## src/rtl/pipe_lane_ctrl.sv

```systemverilog
// Multi-lane PIPE control: shared PowerDown/Rate/receiver-detect with per-lane PhyStatus handshake.
// Optional macro PIPE_LANE_MASK_EN keeps lanes without a detected receiver in electrical idle.

module pipe_lane (
    input  logic       pclk,
    input  logic       reset_n,
    input  logic       clr_ack,
    input  logic       cap_ack,
    input  logic       clr_det,
    input  logic       cap_det,
    input  logic       phy_status,
    input  logic [2:0] rx_status,
    input  logic       idle_all,
    input  logic       mask_hold,
    output logic       ack,
    output logic       found,
    output logic       tx_elec_idle
);
    always_ff @(posedge pclk) begin
        if (!reset_n) begin
            ack   <= 1'b0;
            found <= 1'b0;
        end else begin
            if (clr_ack)
                ack <= 1'b0;
            else if (cap_ack)
                ack <= ack | phy_status;
            // only the first PhyStatus of a detect reports the receiver status
            if (clr_det)
                found <= 1'b0;
            else if (cap_det && phy_status && !ack)
                found <= (rx_status == 3'b011);
        end
    end

    assign tx_elec_idle = idle_all | (mask_hold & ~found);
endmodule

module pipe_lane_ctrl #(
    parameter int NUM_LANES   = 4,
    parameter int TIMEOUT_CYC = 1024
) (
    input  logic                   pclk,
    input  logic                   reset_n,
    input  logic [4:0]             substate,
    input  logic [2:0]             generation,
    input  logic                   ElecIdle_req,
    input  logic                   Detect_req,
    input  logic [NUM_LANES-1:0]   PhyStatus,
    input  logic [3*NUM_LANES-1:0] RxStatus,
    output logic [3:0]             PowerDown,
    output logic [1:0]             Rate,
    output logic                   TxDetectRx_Loopback,
    output logic [NUM_LANES-1:0]   TxElecIdle,
    output logic                   Detect_done,
    output logic [NUM_LANES-1:0]   Detect_lanes,
    output logic                   Detect_timeout,
    output logic                   Busy
);
    localparam int CNT_W = $clog2(TIMEOUT_CYC + 1);

    typedef enum logic [1:0] {READY, ACK_WAIT, DETECT, DET_END} state_t;

    state_t               state, state_nxt;
    logic [3:0]           pd_nxt, tgt_pd;
    logic [1:0]           rate_nxt, tgt_rate;
    logic                 loop_nxt, done_nxt, tmo_nxt, start_det;
    logic [CNT_W-1:0]     cnt;
    logic [NUM_LANES-1:0] ack;
    logic                 all_ack, cnt_tmo, idle_all, mask_hold;

    assign tgt_pd = (substate <= 5'd1) ? 4'd2 : 4'd0;
    always_comb begin
        case (generation)
            3'd2:    tgt_rate = 2'd1;
            3'd3:    tgt_rate = 2'd2;
            default: tgt_rate = 2'd0;
        endcase
    end

    // completion includes this cycle's strobes so the exit happens on the same edge
    assign all_ack = &(ack | PhyStatus);
    assign cnt_tmo = (cnt == CNT_W'(TIMEOUT_CYC - 1));

    always_comb begin
        state_nxt = state;
        pd_nxt    = PowerDown;
        rate_nxt  = Rate;
        loop_nxt  = TxDetectRx_Loopback;
        done_nxt  = 1'b0;
        tmo_nxt   = 1'b0;
        start_det = 1'b0;
        case (state)
            READY: begin
                if (tgt_pd != PowerDown) begin
                    pd_nxt    = tgt_pd;
                    state_nxt = ACK_WAIT;
                end else if (tgt_rate != Rate && PowerDown == 4'd0) begin
                    rate_nxt  = tgt_rate;
                    state_nxt = ACK_WAIT;
                end else if (Detect_req && PowerDown == 4'd2) begin
                    loop_nxt  = 1'b1;
                    start_det = 1'b1;
                    state_nxt = DETECT;
                end
            end
            ACK_WAIT: begin
                if (all_ack) begin
                    state_nxt = READY;
                end else if (cnt_tmo) begin
                    tmo_nxt   = 1'b1;
                    state_nxt = READY;
                end
            end
            DETECT: begin
                if (all_ack || cnt_tmo) begin
                    tmo_nxt   = !all_ack;
                    done_nxt  = 1'b1;
                    loop_nxt  = 1'b0;
                    state_nxt = DET_END;
                end
            end
            default: state_nxt = READY;
        endcase
    end

    always_ff @(posedge pclk) begin
        if (!reset_n) begin
            state               <= ACK_WAIT;
            PowerDown           <= 4'd2;
            Rate                <= 2'd0;
            TxDetectRx_Loopback <= 1'b0;
            Detect_done         <= 1'b0;
            Detect_timeout      <= 1'b0;
            cnt                 <= '0;
        end else begin
            state               <= state_nxt;
            PowerDown           <= pd_nxt;
            Rate                <= rate_nxt;
            TxDetectRx_Loopback <= loop_nxt;
            Detect_done         <= done_nxt;
            Detect_timeout      <= tmo_nxt;
            if (state_nxt != state)
                cnt <= '0;
            else if ((state == ACK_WAIT || state == DETECT) && cnt != CNT_W'(TIMEOUT_CYC))
                cnt <= cnt + 1'b1;
        end
    end

`ifdef PIPE_LANE_MASK_EN
    logic det_seen;
    always_ff @(posedge pclk) begin
        if (!reset_n)
            det_seen <= 1'b0;
        else if (done_nxt)
            det_seen <= 1'b1;
    end
    assign mask_hold = det_seen;
`else
    assign mask_hold = 1'b0;
`endif

    assign Busy     = (state != READY);
    assign idle_all = ElecIdle_req || (substate <= 5'd1) || (PowerDown != 4'd0) || Busy;

    for (genvar i = 0; i < NUM_LANES; i++) begin : g_lane
        pipe_lane u_lane (
            .pclk         (pclk),
            .reset_n      (reset_n),
            .clr_ack      (state == READY),
            .cap_ack      (state == ACK_WAIT || state == DETECT),
            .clr_det      (start_det),
            .cap_det      (state == DETECT),
            .phy_status   (PhyStatus[i]),
            .rx_status    (RxStatus[3*i +: 3]),
            .idle_all     (idle_all),
            .mask_hold    (mask_hold),
            .ack          (ack[i]),
            .found        (Detect_lanes[i]),
            .tx_elec_idle (TxElecIdle[i])
        );
    end
endmodule

```

## config.mk

```make
export PLATFORM = sky130hd
export DESIGN_NAME = pipe_lane_ctrl
export DESIGN_NICKNAME = d
export VERILOG_FILES = /design/src/rtl/pipe_lane_ctrl.sv
export SDC_FILE = /design/constraint.sdc
export NUM_CORES = 1
export LEC_CHECK = 0
export CORE_AREA = 5 5 65 67
export CTS_CLUSTER_DIAMETER = 50
export CTS_CLUSTER_SIZE = 8
export DETAILED_ROUTE_END_ITERATION = 10
export DIE_AREA = 0 0 70 72
export MAX_ROUTING_LAYER = met4
export PLACE_DENSITY = 0.76
export SLEW_MARGIN = 20
export SYNTH_ARGS = -nofsm -noshare
export SYNTH_HDL_FRONTEND = slang
export SYNTH_HIERARCHICAL = 1
export SYNTH_SLANG_ARGS = --single-unit
```

## constraint.sdc

```tcl
create_clock -name pclk -period 2.3 [get_ports pclk]
set_input_delay 0.46 -clock pclk [delete_from_list [all_inputs] [get_ports pclk]]
set_output_delay 0.46 -clock pclk [all_outputs]
set_load 0.05 [all_outputs]
```

==> results.ini <==
[final_layout]
largest_register=cnt
area_delta_synth_final_pct=51.6
n_antenna_cell=0
lay_top_cells=buf_4, clkdlybuf4s50_1, dfxtp_1, nand2_1, a21oi_1
fillCellCount=312

[timing]
relSlewSlack_pct=65.6
finalHoldViolations=0
period_needed_ns=2.21

[synthesis]
ys.flop_type=dfxtp_1
yosys-stat-area_um2=1590
postSynthSeqShare_pct=34.0
yosysUniqueCellTypes=49
yosys_cells=191
ys_warn_count=6
ys.flops=27

[power]
seq_power_share_pct=39.0
p_clk_share_pct=14.7
power.switching_w=0.000537
swShare_pct=37.1

[setup_path]
required_ns=1.84
arrival_ns=1.75
startpoint=state[1]$_SDFF_PN0_
cp-end-kind=primary output
path_cells=inv_4 -> ha_4 -> clkinvlp_4 -> nor3_4 -> nand2b_1 -> a21o_1 -> buf_12

[die]
die_y_um=72
fp_util_pct=44.4

[run_status]
status=completed

[route]
via_per_inst=5.21
drt_iter0_drc=73

[clock_tree]
numClockSinks=27
clk_pin_slew_ns=0.15
cts_tree=done
cts_buffers=3

[grt]
grt_pass1_vias=1468
antenna_found_initial=0
overflow=0

[place]
hpwl_mm=3.12

## cells by family after synthesis
logic type                 share of synthesized area, %
adders and majority gates                          4.72
other                                             0.236
DFF                                                34.0
xor gates and xnor gates                           5.51
muxes                                              1.89
AOI/OAI and AO/OA                                  16.9
and+or+nand+nor                                    30.8
buffers and inverters                              5.98
## power groups by stage
stage	sequential (W)	clock [W]	combinational [W]
2_1_floorplan	0.000585	0	0.000369
3_3_place_gp	0.000572	0	0.000613
3_5_place_dp	0.000574	0	0.000620
4_1_cts	0.000564	0.000222	0.000640
5_1_grt	0.000574	0.000241	0.000722
6_report	0.000564	0.000212	0.000670
## worst min-delay path, delay by kind of cell (launching register included)
family | cells | cell delay, ns
DFF | 1 | 0.34
AOI/OAI and AO/OA | 2 | 0.13
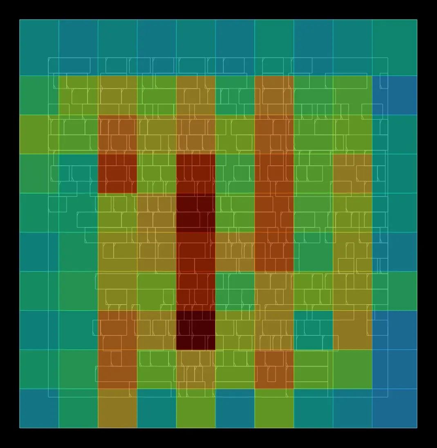
Figure 1: congestion heat map.
grt met2 use: 26.9%
most used routing layer in global routing: met2
met1 Use GR: 21.0%

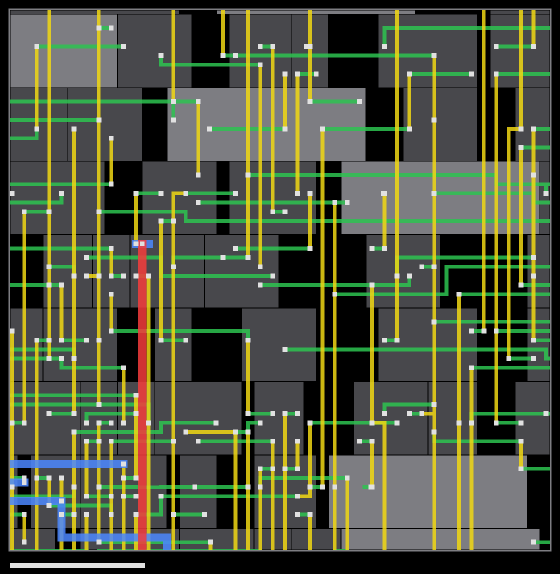
Figure 2: zoomed window.
Bar = 5 um. Region (25, 40) to (45, 60) um. Cells in grey, sequential cells in the stronger grey; small squares are vias.
[green] M1
[blue] M3
[yellow] M2
[red] M4
netlist names of flops here include: `g_lane.u_lane/ack` (2)
cells with their middle in the window: 35
sequential cells in the window: 4
most frequent: buf_4 (7), dfxtp_1 (4), clkdlybuf4s50_1 (3)

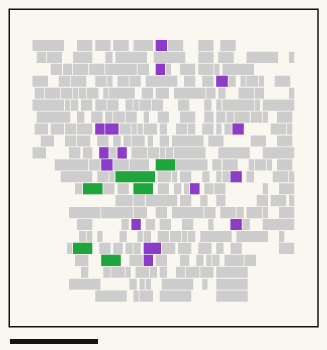
Figure 3: gate families picked out.
Bar = 20 um.
[purple] and/or cells | cells: 15 | most used: or4_1
[green] fa/ha/maj cells | cells: 6 | most used: ha_1
Comb area share: 41.9%
Final Non-Filler Cells: 318
most instantiated logic cell after routing: buf_4

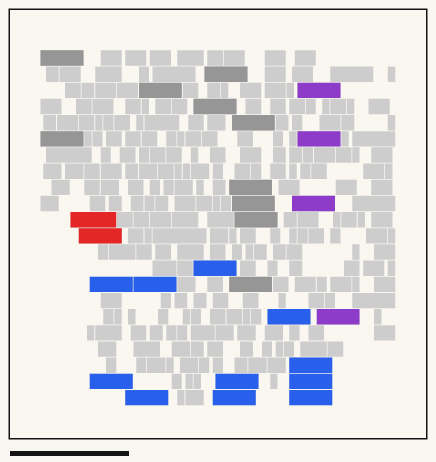
Figure 4: register map, names as in the netlist.
Bar = 20 um. Other sequential cells in the stronger grey, the rest of the logic in the fainter grey.
[purple] `g_lane.u_lane/found` | placed flops: 4
[blue] `cnt` | placed flops: 11
[red] `state` | placed flops: 2
P_seq: 0.000564 W
Layout Utilization: 67.3%
Seq area share: 22.5%
Flop area: 542 um2

Power and IR drop assume default switching activity.
